===== config.mk =====
export PLATFORM = sky130hd
export DESIGN_NAME = fetch_sequencer
export DESIGN_NICKNAME = d
export VERILOG_FILES = /design/src/rtl/fetch_pkg.sv /design/src/rtl/return_stack.sv /design/src/rtl/fetch_sequencer.sv
export SDC_FILE = /design/constraint.sdc
export NUM_CORES = 1
export LEC_CHECK = 0
export CAP_MARGIN = 20
export CORE_ASPECT_RATIO = 0.7
export CORE_MARGIN = 3
export CORE_UTILIZATION = 41
export CTS_BUF_LIST = sky130_fd_sc_hd__clkbuf_8
export DETAILED_ROUTE_END_ITERATION = 10
export GPL_TIMING_DRIVEN = 0
export MAX_ROUTING_LAYER = met4
export PLACE_DENSITY = 0.78
export SLEW_MARGIN = 30
export SYNTH_ARGS = -nofsm -noshare
export SYNTH_HDL_FRONTEND = slang
export SYNTH_SLANG_ARGS = --single-unit

===== constraint.sdc =====
create_clock -name i_Clock -period 1.7 [get_ports i_Clock]
set_input_delay 0.34 -clock i_Clock [delete_from_list [all_inputs] [get_ports i_Clock]]
set_output_delay 0.34 -clock i_Clock [all_outputs]
set_load 0.02 [all_outputs]

===== src/rtl/fetch_pkg.sv =====
// rtl/fetch_pkg.sv - shared types and defaults for the fetch sequencer
package fetch_pkg;

    localparam int PC_WIDTH_DEF     = 9;
    localparam int RESET_VECTOR_DEF = 0;

    typedef enum logic [1:0] {
        ST_BOOT,
        ST_RUN,
        ST_HALT
    } state_t;

    typedef enum logic [2:0] {
        SEL_HOLD,
        SEL_INC,
        SEL_TARGET,
        SEL_BRANCH,
        SEL_POP,
        SEL_RESET
    } pc_sel_t;

endpackage


===== src/rtl/return_stack.sv =====
// rtl/return_stack.sv - LIFO of return addresses with depth/full/empty status
module return_stack #(
    parameter int DEPTH = 4,
    parameter int WIDTH = 9
) (
    input  logic             clk,
    input  logic             rst_n,
    input  logic             push,
    input  logic             pop,
    input  logic [WIDTH-1:0] push_data,
    output logic [WIDTH-1:0] top,
    output logic [3:0]       depth,
    output logic             full,
    output logic             empty
);

    localparam int AW = $clog2(DEPTH);

    logic [WIDTH-1:0] mem [DEPTH];
    logic [AW:0]      count;
    logic [AW-1:0]    top_idx;

    always_ff @(posedge clk or negedge rst_n) begin
        if (!rst_n) begin
            count <= '0;
        end else if (push && !full) begin
            count <= count + 1'b1;
        end else if (pop && !empty) begin
            count <= count - 1'b1;
        end
    end

    // Storage needs no reset: entries are only read below the count.
    always_ff @(posedge clk) begin
        if (push && !full) begin
            mem[count[AW-1:0]] <= push_data;
        end
    end

    assign top_idx = count[AW-1:0] - 1'b1;
    assign top     = mem[top_idx];
    assign full    = (count == (AW+1)'(DEPTH));
    assign empty   = (count == '0);
    assign depth   = 4'(count);

endmodule


===== src/rtl/fetch_sequencer.sv =====
// rtl/fetch_sequencer.sv - PC and fetch sequencer; CALL_STACK_EN builds the return stack
module fetch_sequencer
    import fetch_pkg::*;
#(
    parameter int PC_WIDTH     = PC_WIDTH_DEF,
    parameter int LAST_ADDR    = 255,
    parameter int RESET_VECTOR = RESET_VECTOR_DEF,
    parameter int STACK_DEPTH  = 4
) (
    input  logic                i_Clock,
    input  logic                i_Reset_n,
    input  logic                i_Stall,
    input  logic                i_Halt,
    input  logic                i_Resume,
    input  logic                i_Jump,
    input  logic                i_Branch,
    input  logic                i_Call,
    input  logic                i_Return,
    input  logic [PC_WIDTH-1:0] i_Target,
    input  logic [PC_WIDTH-1:0] i_Offset,
    output logic [PC_WIDTH-1:0] o_Address_Instruction,
    output logic                o_Fetch_Valid,
    output logic                o_Addr_Fault,
    output logic                o_Stack_Overflow,
    output logic                o_Stack_Underflow,
    output logic [3:0]          o_Stack_Depth
);

    localparam logic [PC_WIDTH-1:0] LAST = PC_WIDTH'(LAST_ADDR);
    localparam logic [PC_WIDTH-1:0] RVEC = PC_WIDTH'(RESET_VECTOR);

    state_t              state, state_next;
    pc_sel_t             sel;
    logic [PC_WIDTH-1:0] pc, pc_next, pc_inc, br_target;
    logic                fault, fault_set;

    assign pc_inc    = (pc == LAST) ? '0 : pc + 1'b1;
    assign br_target = pc + i_Offset;

`ifdef CALL_STACK_EN
    logic [PC_WIDTH-1:0] stack_top;
    logic                push, pop, full, empty, ovf, unf, ovf_set, unf_set;

    return_stack #(.DEPTH(STACK_DEPTH), .WIDTH(PC_WIDTH)) u_stack (
        .clk       (i_Clock),
        .rst_n     (i_Reset_n),
        .push      (push),
        .pop       (pop),
        .push_data (pc_inc),
        .top       (stack_top),
        .depth     (o_Stack_Depth),
        .full      (full),
        .empty     (empty)
    );

    assign o_Stack_Overflow  = ovf;
    assign o_Stack_Underflow = unf;
`else
    logic unused_stack_cfg;
    assign unused_stack_cfg  = ^{i_Call, i_Return, 4'(STACK_DEPTH)};
    assign o_Stack_Depth     = '0;
    assign o_Stack_Overflow  = 1'b0;
    assign o_Stack_Underflow = 1'b0;
`endif

    always_comb begin
        state_next = state;
        sel        = SEL_HOLD;
        fault_set  = 1'b0;
`ifdef CALL_STACK_EN
        push       = 1'b0;
        pop        = 1'b0;
        ovf_set    = 1'b0;
        unf_set    = 1'b0;
`endif
        case (state)
            ST_BOOT: state_next = ST_RUN;
            ST_HALT: if (!i_Halt && i_Resume) state_next = ST_RUN;
            ST_RUN: begin
                // Halt freezes the PC on the edge that takes it, ahead of any flow request.
                if (i_Halt) begin
                    state_next = ST_HALT;
                end else if (i_Stall) begin
                    sel = SEL_HOLD;
`ifdef CALL_STACK_EN
                end else if (i_Return) begin
                    if (empty) begin
                        sel     = SEL_INC;
                        unf_set = 1'b1;
                    end else begin
                        sel = SEL_POP;
                        pop = 1'b1;
                    end
                end else if (i_Call) begin
                    if (full) begin
                        sel     = SEL_INC;
                        ovf_set = 1'b1;
                    end else begin
                        push = 1'b1;
                        if (i_Target > LAST) begin
                            sel       = SEL_RESET;
                            fault_set = 1'b1;
                        end else begin
                            sel = SEL_TARGET;
                        end
                    end
`endif
                end else if (i_Jump) begin
                    if (i_Target > LAST) begin
                        sel       = SEL_RESET;
                        fault_set = 1'b1;
                    end else begin
                        sel = SEL_TARGET;
                    end
                end else if (i_Branch) begin
                    if (br_target > LAST) begin
                        sel       = SEL_RESET;
                        fault_set = 1'b1;
                    end else begin
                        sel = SEL_BRANCH;
                    end
                end else begin
                    sel = SEL_INC;
                end
            end
            default: state_next = ST_BOOT;
        endcase
    end

    always_comb begin
        pc_next = pc;
        case (sel)
            SEL_INC:    pc_next = pc_inc;
            SEL_TARGET: pc_next = i_Target;
            SEL_BRANCH: pc_next = br_target;
            SEL_RESET:  pc_next = RVEC;
`ifdef CALL_STACK_EN
            SEL_POP:    pc_next = stack_top;
`endif
            default:    pc_next = pc;
        endcase
    end

    always_ff @(posedge i_Clock or negedge i_Reset_n) begin
        if (!i_Reset_n) begin
            state <= ST_BOOT;
            pc    <= RVEC;
            fault <= 1'b0;
`ifdef CALL_STACK_EN
            ovf   <= 1'b0;
            unf   <= 1'b0;
`endif
        end else begin
            state <= state_next;
            pc    <= pc_next;
            fault <= fault | fault_set;
`ifdef CALL_STACK_EN
            ovf   <= ovf | ovf_set;
            unf   <= unf | unf_set;
`endif
        end
    end

    assign o_Address_Instruction = pc;
    assign o_Fetch_Valid         = (state == ST_RUN);
    assign o_Addr_Fault          = fault;

endmodule


==> Changelog: implementation, run 1 <==
### Metrics

* First-pass GRT wire length at 5.95 mm
* Hold_ws at 0.460 ns
* Pin count of the biggest net entering global routing at 13
* Vias per cell at 5.58
* Core area at 2590 µm²
* Maximum vdd drop at 919 µV
* Number of nets in the layout at 230
* Critical path depth at 7
* Yosys reg bits at 12
* Clock transition at the registers of the reported paths at 0.06 ns
* # rows at 15
* Mean Syn Cell Area at 8.75 µm²
* Critical Path Start Type: flip-flop
* Area grow syn2layout at 65.6%
* Initial antenna violation count at 0
* Max-slew violations at 0
* Tool warning count at 31
* Slew headroom at 0.620
* Crit path from: o_Address_Instruction[5]
* Synthesis area per yosys at 1170 µm²
* Syn Std Cell Area at 1170 µm²
* Arr. time, crit path at 2.00 ns
* Worst R2R Setup Slack at -0.19 ns
* Max-Cap Viols at 0
* Max-area cell share at 0.256
* Setup violations, final at 9
* IO Pins at 44
* Ys cells at 134
* Slowest stage delay, CP at 0.45 ns
* Mapped Cells at 134
* Violated checks: negative setup slack
* Status: finished, violations left
* P_leak at 0.829 nW
* Worst-path maximum fanout at 7
* PnR worst setup slack at -0.187 ns
* Hold_buf cts at 0
* Sequential element share of the synthesized area at 0.256
* Ys flop type: dfrtp_1
* Async SR Flop Fraction at 1.00
* Die width at 69.9 µm
* Root buffer cell: clkbuf_8
* Buffers on Ports at 35
* RSZ-0062 raised after global routing: yes
* Depth of the CTS H-tree at 1
* Unique cell types at 44
* Overflow after GRT at 0
* Number of synthesis warnings at 0
* EDFF count, synth at 0
* Post-layout min period at 1.89 ns
* CTS tree: done
* CP Cell Sequence: ha_4 -> nand2_2 -> a211oi_4 -> nor2_4 -> xnor2_4 -> buf_6 -> o31ai_2
* Crit path DRT at 1.82 ns
* Most numerous logic cells after layout: clkdlybuf4s50_1 (19), buf_4 (18), dlygate4sd2_1 (13)
* Vias in the first global route at 1253
* RR Endpoint: o_Address_Instruction[2]
* Measured slew at the worst slew-check pin at 0.569 ns
* Crit end category: flip-flop
* Clk buf depth at 2
* Final Hold Violation Tally at 0
* DRC at 0
* Share of cells above drive strength 1 at 0.333
* Die height at 50.7 µm
* DPL Wire Length at 2.58 mm
* Critical path's slowest cell: dfrtp_2
* Worst Clk Skew at 0.00177 ns
* Biggest area cells: dfrtp_1 (26%), ha_1 (9.6%), o21ai_0 (5.5%)
* N_diodes at 0
* Initial Util at 0.453
* Initial drt markers at 74
* Fmax at 530 MHz
* Worst reg2reg startpoint: o_Address_Instruction[5]
* Hold/Removal Path Class: input port to async pin
-- run 1: synthesized netlist by cell type, types with 2 or more instances --
master   count
a21oi_1      6
ha_1         9
dfrtp_1     12
buf_2        2
xnor2_1      4
and3_1       3
and2_1       2
nor2_1      10
nor3_1       2
buf_4        6
xor2_1       3
a22oi_1      7
inv_1        4
o31ai_1      8
a22o_1       2
nor2b_1      2
nand2_1      9
o21ai_0     13
a31oi_1      2
nand3_1      4
-- run 1: kinds of logic after synthesis --
logic type | share of synthesized area
fa+ha+maj | 0.113
simple gates | 0.183
compound gates | 0.306
other cells | 0.00320
xor+xnor | 0.0662
flops | 0.256
buf+inv | 0.0726
-- run 1: layout make-up --
class                   count  area (µm²)
well taps                  34        42.5
inverters                   4        15.0
multi-input cells         113         992
plain buffers              10        72.6
repair buffers             49         454
clock buffers               4        55.1
fillers                   177         648
flip-flops and latches     12         310
-- run 1: state kept, by name, summed over array words and instances (netlist names) --
| register | flops |
|---|---|
| state | 2 |
| o_Addr_Fault | 1 |
| o_Address_Instruction | 9 |
-- run 1: how the worst min path moves through the flow --
stage                       startpoint           end  slack [ns]  cells after the start
after floorplan              i_Reset_n  o_Addr_Fault        0.04                      0
after global placement        state[0]      state[1]        0.46                      1
after detailed placement  o_Addr_Fault  o_Addr_Fault        0.47                      1
after CTS                    i_Reset_n      state[1]        0.48                      1
after global routing      o_Addr_Fault  o_Addr_Fault        0.48                      1
final                        i_Reset_n      state[1]        0.46                      1
-- run 1: through the flow --
step	setup slack (ns)	power (mW)	util	setup TNS (ns)	instance area, µm²
floorplan	-0.157	1.63	-	-0.884	1240
global placement	-0.616	2.13	0.629	-5.37	1630
detailed placement	-0.663	2.19	0.629	-5.86	1630
CTS	-0.215	2.86	0.724	-1.49	1870
global route	-0.247	3.25	0.750	-1.90	1940
finish	-0.187	3.03	0.750	-1.27	1940
-- run 1: metal layers --
metal  GRT usage  vias to the layer above  wire, µm
li1            -                      610         -
met1       0.291                      597      1760
met2       0.335                       45      1550
met3      0.0440                        9       192
met4      0.0955                        0        88
met5           -                        -         0
-- run 1: what timing repair did --
action                                  CTS  global route
resized                                  38            13
pin swaps                                14             8
endpoints found under the setup margin   17            13
hold endpoints to repair                  0             0
setup buffers                            11             3
-- run 1: power breakdown --
group          internal, mW  switching (mW)  leakage, nW  total (mW)
clock                 0.205           0.114       0.0288       0.319
sequential            0.432           0.215        0.134       0.648
combinational          1.03            1.03        0.666        2.07
total                  1.67            1.36        0.829        3.03
Run 1, metal layers overlaid:
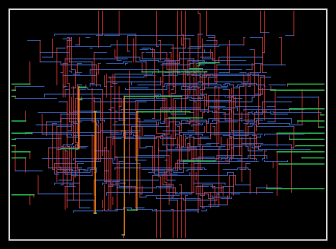
Key: red = metal 2 [wire length 1550 µm]; blue = metal 1 [wire length 1760 µm]; orange = metal 4 [wire length 88.4 µm]; green = metal 3 [wire length 193 µm]
drt wl/cell: 15.9 µm
DR vias: 1261
WL final: 3.59 mm
GRT Util Overall: 0.222

Run 1, gate families picked out:
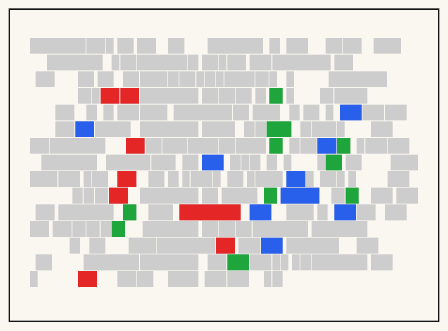
Key: green = and/or cells [cells 10]; blue = non-inverting ao/oa cells [cells 9]; red = xor and xnor cells [cells 8]
final std cells w/o fill: 226
Commonest Layout Cell: clkdlybuf4s50_1
combinational share of cell area: 0.511

Run 1, met2 routing:
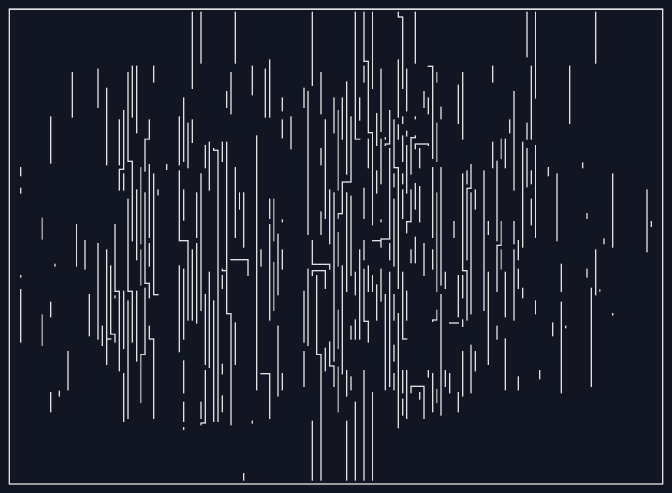
The layer carries 1550 µm of wire. The wires run mostly vertical. The layer holds 43% of the routed length. 192 nets have wire on it. The longest straight run is 29.1 µm.
met2 GRT Util: 0.335

Run 1, cell density map:
The die is cut into 7 by 5 equal tiles; white is low, dark blue is high, 0 to 100% covered.
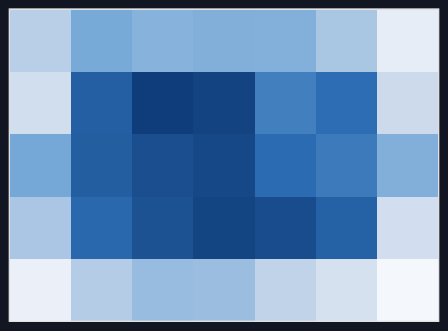

==> run 2: changes to the inputs <==
- CORE_UTILIZATION: 41 -> 40
- CTS_BUF_LIST: sky130_fd_sc_hd__clkbuf_8 -> default
- PLACE_DENSITY: 0.78 -> 0.76
Run 2, cell density map:
The die is cut into 7 by 5 equal tiles; white is low, dark blue is high, 0 to 100% covered.
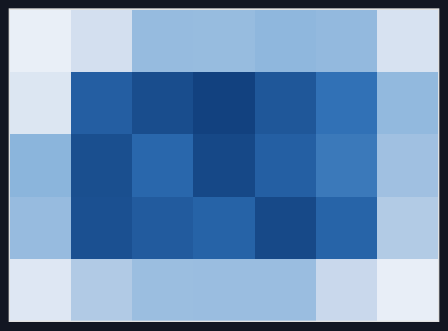
The densest ninth of the die: centre. 37% of the tiles are over 75% full. The mean over all tiles is 53%. The fullest tile reaches 93%. The emptiest ninth of the die: upper left.
core area: 2630 µm²
fin util: 0.754
Initial Util: 0.446

Run 2, congestion heat map:
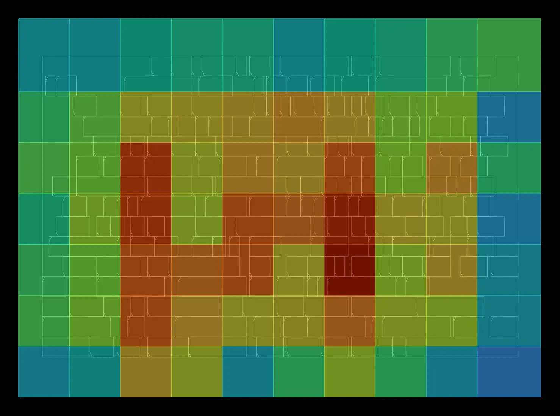
GRT met1 Usage: 0.279
met2 GRT Util: 0.343
GRT Util Overall: 0.215

==> Changelog: implementation, run 2 <==
### Metrics

* Status: finished, violations left
* Violated checks: negative setup slack
* Ys cells at 134 (unchanged)
* CTS tree: done
* Share of cells above drive strength 1 at 0.321 (-0.0121)
* DRC at 0 (unchanged)
* Clk buf depth at 2 (unchanged)
* Worst-path maximum fanout at 7 (unchanged)
* Pin count of the biggest net entering global routing at 13 (unchanged)
* Finished Cell Area at 1980 µm² (+2.0%)
* Slowest stage delay, CP at 0.43 ns (-0.02 ns)
* Initial drt markers at 144 (+95%)
* Depth of the CTS H-tree at 1 (unchanged)
* Crit path DRT at 1.82 ns (about the same)
* Hold_ws at 0.460 ns (-0.000373 ns)
* Unique cell types at 44 (unchanged)
* Syn Std Cell Area at 1170 µm² (unchanged)
* Vias per cell at 5.72 (+2.5%)
* Yosys reg bits at 12 (unchanged)
* Die height at 51.3 µm (+1.1%)
* Fillers at 180 (+1.7%)
* Max-area cell share at 0.256 (unchanged)
* RSZ-0062 raised after global routing: yes
* Hold_buf cts at 0 (unchanged)
* Buffers on Ports at 35 (unchanged)
* Fin Setup TNS at -1.08 ns (+0.189 ns)
* Post-layout min period at 1.86 ns (-0.0249 ns)
* Switch Pwr at 1.38 mW (+1.3%)
* Arr. time, crit path at 1.98 ns (-0.02 ns)
* Final std cells w/o fill at 227 (+0.44%)
* Critical path's slowest cell: dfrtp_2
* DPL Wire Length at 2.63 mm (+1.9%)
* Fmax at 537 MHz (+1.3%)
* Placement Setup Slack at -0.671 ns (-0.00731 ns)
* Area grow syn2layout at 68.9%
* Most frequent cells after synthesis: o21ai_0 (13), dfrtp_1 (12), nor2_1 (10), ha_1 (9), nand2_1 (9)
* EDFF count, synth at 0 (unchanged)
* Final Hold Violation Tally at 0 (unchanged)
* Most numerous logic cells after layout: buf_4 (19), clkdlybuf4s50_1 (16), dlygate4sd2_1 (14)
* Max-slew violations at 0 (unchanged)
* Pwr Total at 3.07 mW (+1.3%)
* Final antenna-violating net count at 0
* Synthesis area per yosys at 1170 µm² (unchanged)
* Biggest area cells: dfrtp_1 (26%), ha_1 (9.6%), o21ai_0 (5.5%)
* Placed instance area at 1630 µm² (unchanged)
* Async SR Flop Fraction at 1.00 (unchanged)
* Logic pwr share at 0.686 (+0.005)
* IO Pins at 44 (unchanged)
* Die width at 70.7 µm (+1.1%)
* Design internal power at 1.69 mW (+1.3%)
* Ys flop type: dfrtp_1
* # rows at 15 (unchanged)
* Slew headroom at 0.618 (-0.00123)
* Crit end category: flip-flop
* Total CTS buffers at 3
* Commonest Layout Cell: buf_4
* Number of synthesis warnings at 0 (unchanged)
* Measured slew at the worst slew-check pin at 0.571 ns (+0.00184 ns)
* WL final at 3.72 mm (+3.5%)
* DR vias at 1298 (+2.9%)
* Overflow after GRT at 0 (unchanged)
* GP Congestion at 0.940
* Sequential element share of the synthesized area at 0.256 (unchanged)
* Clock power frac at 0.105 (about the same)
* CP Cell Sequence: ha_4 -> a21oi_4 -> a211oi_4 -> nor2_4 -> xnor2_4 -> buf_6 -> o31ai_4
* N_diodes at 0 (unchanged)
* Reg power frac at 0.209 (-0.005)
* Sw frac at 0.449 (about the same)
* Max-Cap Viols at 0 (unchanged)
* P_leak at 0.856 nW (+3.3%)
* Clock transition at the registers of the reported paths at 0.06 ns (about the same)
* Clock Sinks at 12
* Mean Syn Cell Area at 8.75 µm² (unchanged)
* Root buffer cell: clkbuf_8
* Drt wl/cell at 16.4 µm (+3.1%)
* Hold/Removal Path Class: input port to async pin
* Critical Path Start Type: flip-flop
* Initial antenna violation count at 0 (unchanged)
* PnR worst setup slack at -0.162 ns (+0.0249 ns)
* Most frequent cell after synthesis: o21ai_0
* Tool warning count at 31 (unchanged)
* Worst Clk Skew at 0.00117 ns (-0.000602 ns)
* Vias in the first global route at 1245 (-0.64%)
* Maximum vdd drop at 972 µV (+5.8%)
* First-pass DRT Iterations at 5
* Mapped Cells at 134 (unchanged)
* Max reg flops at 9 (unchanged)
* Number of nets in the layout at 231 (+0.43%)
* First-pass GRT wire length at 5.92 mm (-0.57%)
* Setup violations, final at 9 (unchanged)
## run 2: what timing repair did
action / CTS / global route
setup buffers: 10 / 6
gates cloned: 0 / 0
setup endpoints to repair: 15 / 11
pin swaps: 15 / 16
gates resized: 39 / 17
## run 2: layout make-up
cell class / instances / area, µm² / share of cell area
Tap cell: 34 / 42.5 / 0.0215
Multi-Input combinational cell: 113 / 1020 / 0.513
Sequential cell: 12 / 310 / 0.157
Timing Repair Buffer: 50 / 465 / 0.235
Clock buffer: 4 / 55.1 / 0.0278
Buffer: 10 / 76.3 / 0.0385
Inverter: 4 / 15.0 / 0.00758
## run 2: worst paths after layout
path                                          start                  endpoint  slack (ns)
max                        o_Address_Instruction[3]  o_Address_Instruction[7]       -0.16
min in group i_Clock                         i_Halt                  state[1]        0.46
max in group asynchronous                 i_Reset_n  o_Address_Instruction[3]        0.83
min reg2reg                            o_Addr_Fault              o_Addr_Fault        0.48
max reg2reg                o_Address_Instruction[3]  o_Address_Instruction[7]       -0.16
min                                       i_Reset_n              o_Addr_Fault        0.46
## run 2: power groups by stage
stage          Combinational (mW)  Clock, mW  Sequential [mW]
3_3_place_gp                 1.48          0            0.642
6_report                     2.11      0.323            0.642
2_1_floorplan               0.909          0            0.721
4_1_cts                      1.89      0.318            0.645
5_1_grt                      2.29      0.336            0.664
3_5_place_dp                 1.53          0            0.647
## run 2: critical path, delay by kind of cell, from the launching register on
family	cells	cell delay [ns]
flops	1	0.43
simple gates	1	0.09
compound gates	3	0.46
xor+xnor	1	0.28
fa+ha+maj	1	0.32
buf+inv	1	0.15
## run 2: kinds of logic after synthesis
| kind of cell | synth area share |
|---|---|
| and+or+nand+nor | 0.183 |
| adders and majority gates | 0.113 |
| xor gates and xnor gates | 0.0662 |
| buffers and inverters | 0.0726 |
| DFF | 0.256 |
| AOI/OAI and AO/OA | 0.306 |
| other | 0.00320 |
## run 2: metal layers
| layer | share of wire | track usage | up-vias | wire [µm] |
|---|---|---|---|---|
| li1 | - | - | 619 | - |
| met2 | 0.47 | 0.343 | 56 | 1760 |
| met1 | 0.44 | 0.279 | 619 | 1640 |
| met5 | 0 | - | - | 0 |
| met4 | 0.012 | 0.0625 | 0 | 43 |
| met3 | 0.073 | 0.0413 | 4 | 273 |
Run 2, met2 routing:
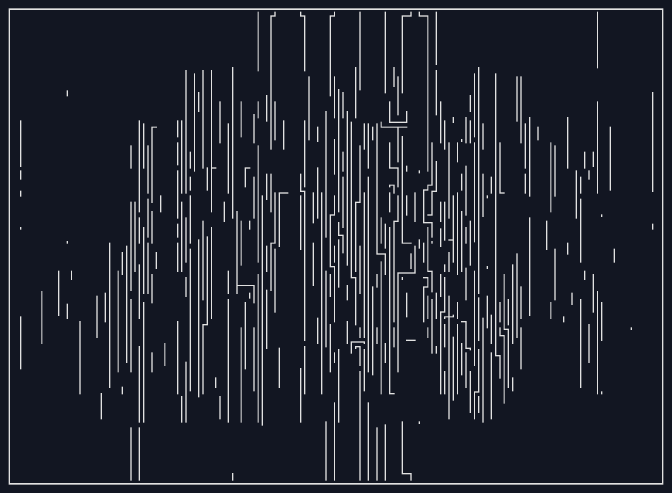

==> run 3: changes to the inputs <==
- RECOVER_POWER: default -> 25
Run 3, met2 routing:
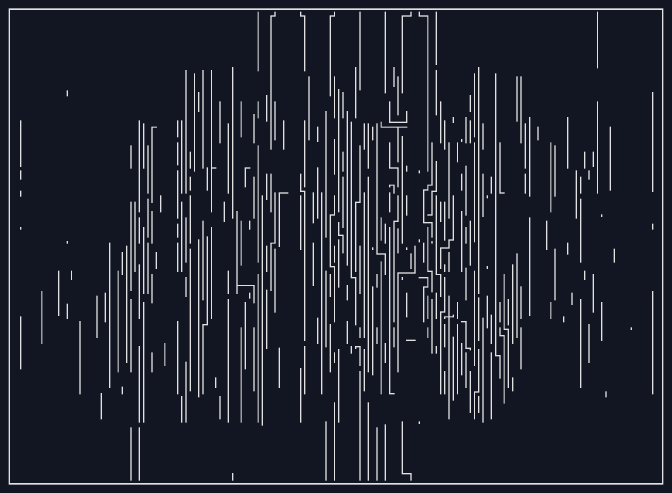
The layer carries 1750 µm of wire. The layer holds 47% of the routed length. 201 nets have wire on it. The wires run mostly vertical.

Run 3, metal layers overlaid:
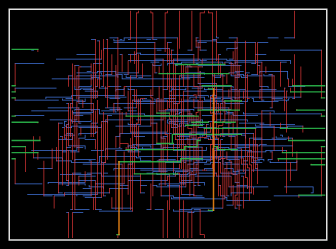
WL final: 3.71 mm
DR vias: 1298

==> Changelog: implementation, run 3 <==
### Metrics

* Status: finished, violations left
* Violated checks: negative setup slack
* Hold_buf cts at 0 (unchanged)
* GP Congestion at 0.940 (unchanged)
* Die area at 3630 µm²
* Max-area cell share at 0.256 (unchanged)
* Clock Sinks at 12 (unchanged)
* Mean Syn Cell Area at 8.75 µm² (unchanged)
* PnR worst setup slack at -0.162 ns (unchanged)
* Buffer and inverter count on the worst path at 1 (unchanged)
* Biggest area cells: dfrtp_1 (26%), ha_1 (9.6%), o21ai_0 (5.5%)
* Placed instance count at 208
* Crit path DRT at 1.82 ns (about the same)
* IO Pins at 44 (unchanged)
* Vias per cell at 5.72 (unchanged)
* Slowest stage delay, CP at 0.43 ns (about the same)
* Ys flop type: dfrtp_1
* Mapped Cells at 134 (unchanged)
* EDFF count, synth at 0 (unchanged)
* Yosys reg bits at 12 (unchanged)
* Worst Clk Skew at 0.00118 ns (+0.00000833 ns)
* Buffers on Ports at 35 (unchanged)
* DPL Wire Length at 2.63 mm (unchanged)
* Sequential element share of the synthesized area at 0.256 (unchanged)
* Arr. time, crit path at 1.98 ns (about the same)
* Worst path top cell family by delay: AND-OR/OR-AND gates
* Max-slew violations at 0 (unchanged)
* Measured slew at the worst slew-check pin at 0.577 ns (+0.00617 ns)
* Worst-path maximum fanout at 7 (unchanged)
* Slew headroom at 0.614 (-0.00419)
* Total CTS buffers at 3 (unchanged)
* Root buffer cell: clkbuf_8
* Fin util at 0.754 (unchanged)
* Final std cells w/o fill at 227 (unchanged)
* Die height at 51.3 µm (unchanged)
* Fillers at 180 (unchanged)
* Initial drt markers at 144 (unchanged)
* Die width at 70.7 µm (unchanged)
* Synthesis area per yosys at 1170 µm² (unchanged)
* Max-Cap Viols at 0 (unchanged)
* Number of synthesis warnings at 0 (unchanged)
* Fmax at 537 MHz (unchanged)
* Clock latency on the worst-skew pair at 0.25 ns
* Most frequent cells after synthesis: o21ai_0 (13), dfrtp_1 (12), nor2_1 (10), ha_1 (9), nand2_1 (9)
* Clock transition at the registers of the reported paths at 0.06 ns (about the same)
* Share of cells above drive strength 1 at 0.321 (unchanged)
* Max reg flops at 9 (unchanged)
* Most frequent cell after synthesis: o21ai_0
* CTS tree: done
* CP Cell Sequence: ha_4 -> a21oi_4 -> a211oi_4 -> nor2_4 -> xnor2_4 -> buf_6 -> o31ai_4
* Post-layout min period at 1.86 ns (unchanged)
* Clk buf depth at 2 (unchanged)
* Async SR Flop Fraction at 1.00 (unchanged)
* Pin count of the biggest net entering global routing at 13 (unchanged)
* Area grow syn2layout at 68.9% (unchanged)
* Setup violations, final at 9 (unchanged)
* Core area at 2630 µm² (unchanged)
* Critical Path Start Type: flip-flop
* Commonest Layout Cell: buf_4
* # rows at 15 (unchanged)
* Maximum vdd drop at 972 µV (about the same)
* Hold_ws at 0.461 ns (+0.00116 ns)
* GRT Util Overall at 0.215 (unchanged)
* RSZ-0062 raised after global routing: yes
* Most numerous logic cells after layout: buf_4 (19), clkdlybuf4s50_1 (15), dlygate4sd2_1 (14)
* Largest area contributor in the netlist: dfrtp_1
* CP Class: flip-flop to flip-flop
* Tool warning count at 31 (unchanged)
* P_leak at 0.857 nW (about the same)
* Initial Util at 0.446 (unchanged)
* N_diodes at 0 (unchanged)
* Critical path's slowest cell: dfrtp_2
* Power per cell area at 1550 nW/µm²
* Worst R2R Setup Slack at -0.16 ns (about the same)
* Vias in the first global route at 1245 (unchanged)
* Ys cells at 134 (unchanged)
* Crit end category: flip-flop
* DRC at 0 (unchanged)
* Number of nets in the layout at 231 (unchanged)
* Share of the clock period used by the worst path at 1.10
* Depth of the CTS H-tree at 1 (unchanged)
* Hold/Removal Path Class: input port to flip-flop
* Final Hold Violation Tally at 0 (unchanged)
* Final antenna-violating net count at 0 (unchanged)
* Drt wl/cell at 16.3 µm (-0.13%)
* Syn Std Cell Area at 1170 µm² (unchanged)
* Overflow after GRT at 0 (unchanged)
* Unique cell types at 44 (unchanged)
* Initial antenna violation count at 0 (unchanged)
* First-pass GRT wire length at 5.92 mm (unchanged)
* First-pass DRT Iterations at 4 (-1)
## run 3: cell counts after synthesis
No cell type changed its count.
## run 3: kinds of logic (layout without fill, tap and decap cells)
family / Yosys count / in the layout / share of synthesized area
compound gates: 49 / 49 / 0.306
xor+xnor: 8 / 8 / 0.0662
fa+ha+maj: 10 / 10 / 0.113
buf+inv: 14 / 68 / 0.0726
flops: 12 / 12 / 0.256
other cells: 1 / 6 / 0.00320
simple gates: 40 / 40 / 0.183
## run 3: what timing repair did
item / 4_1_cts / 5_1_grt
setup buffers: 10 / 6
resized: 39 / 17
endpoints found under the setup margin: 15 / 11
gates cloned: 0 / 0
pin swaps: 15 / 16
## run 3: metrics by stage
| stage | power (mW) | setup TNS (ns) | setup WS, ns | cell area (µm²) |
|---|---|---|---|---|
| after CTS | 2.85 | -1.48 | -0.226 | 1870 |
| final | 3.07 | -1.08 | -0.162 | 1980 |
| after global routing | 3.29 | -1.80 | -0.227 | 1980 |
| after detailed placement | 2.18 | -5.81 | -0.671 | 1630 |
| after global placement | 2.13 | -5.45 | -0.637 | 1630 |
| after floorplan | 1.63 | -0.884 | -0.157 | 1240 |
## run 3: worst reg2reg max path: stages (launching register included)
cell	delay (ns)
dfrtp_2	0.43
ha_4	0.32
a21oi_4	0.08
a211oi_4	0.34
nor2_4	0.09
xnor2_4	0.28
buf_6	0.15
o31ai_4	0.05
## run 3: metal layers
metal / vias up / GRT usage / share of wire
met4: 0 / 0.0625 / 0.012
met3: 4 / 0.0413 / 0.071
met5: - / - / 0
met2: 58 / 0.343 / 0.47
met1: 617 / 0.279 / 0.44
li1: 619 / - / -
## run 3: area by class of cell
class,count,area (µm²),area share
inverter,4,15.0,0.00758
tap,34,42.5,0.0215
multi-input combinational,113,1020,0.513
timing repair buffer,50,465,0.235
sequential,12,310,0.157
clock buffer,4,55.1,0.0278
buffer,10,76.3,0.0385
## run 3: power breakdown
part,leakage (nW),switching [mW],internal (mW),total [mW]
clock network,0.0288,0.117,0.205,0.322
registers,0.134,0.209,0.433,0.642
logic,0.694,1.05,1.05,2.11
total,0.857,1.38,1.69,3.07
## run 3: worst paths after layout
| kind | from | endpoint | cells past startpoint |
|---|---|---|---|
| max reg2reg | o_Address_Instruction[3] | o_Address_Instruction[7] | 7 |
| max in group asynchronous | i_Reset_n | o_Address_Instruction[3] | 1 |
| max | o_Address_Instruction[3] | o_Address_Instruction[7] | 7 |
| min in group asynchronous | i_Reset_n | o_Addr_Fault | 1 |
| min | i_Halt | state[1] | 3 |
| min reg2reg | o_Addr_Fault | o_Addr_Fault | 1 |
Power and IR drop assume default switching activity.
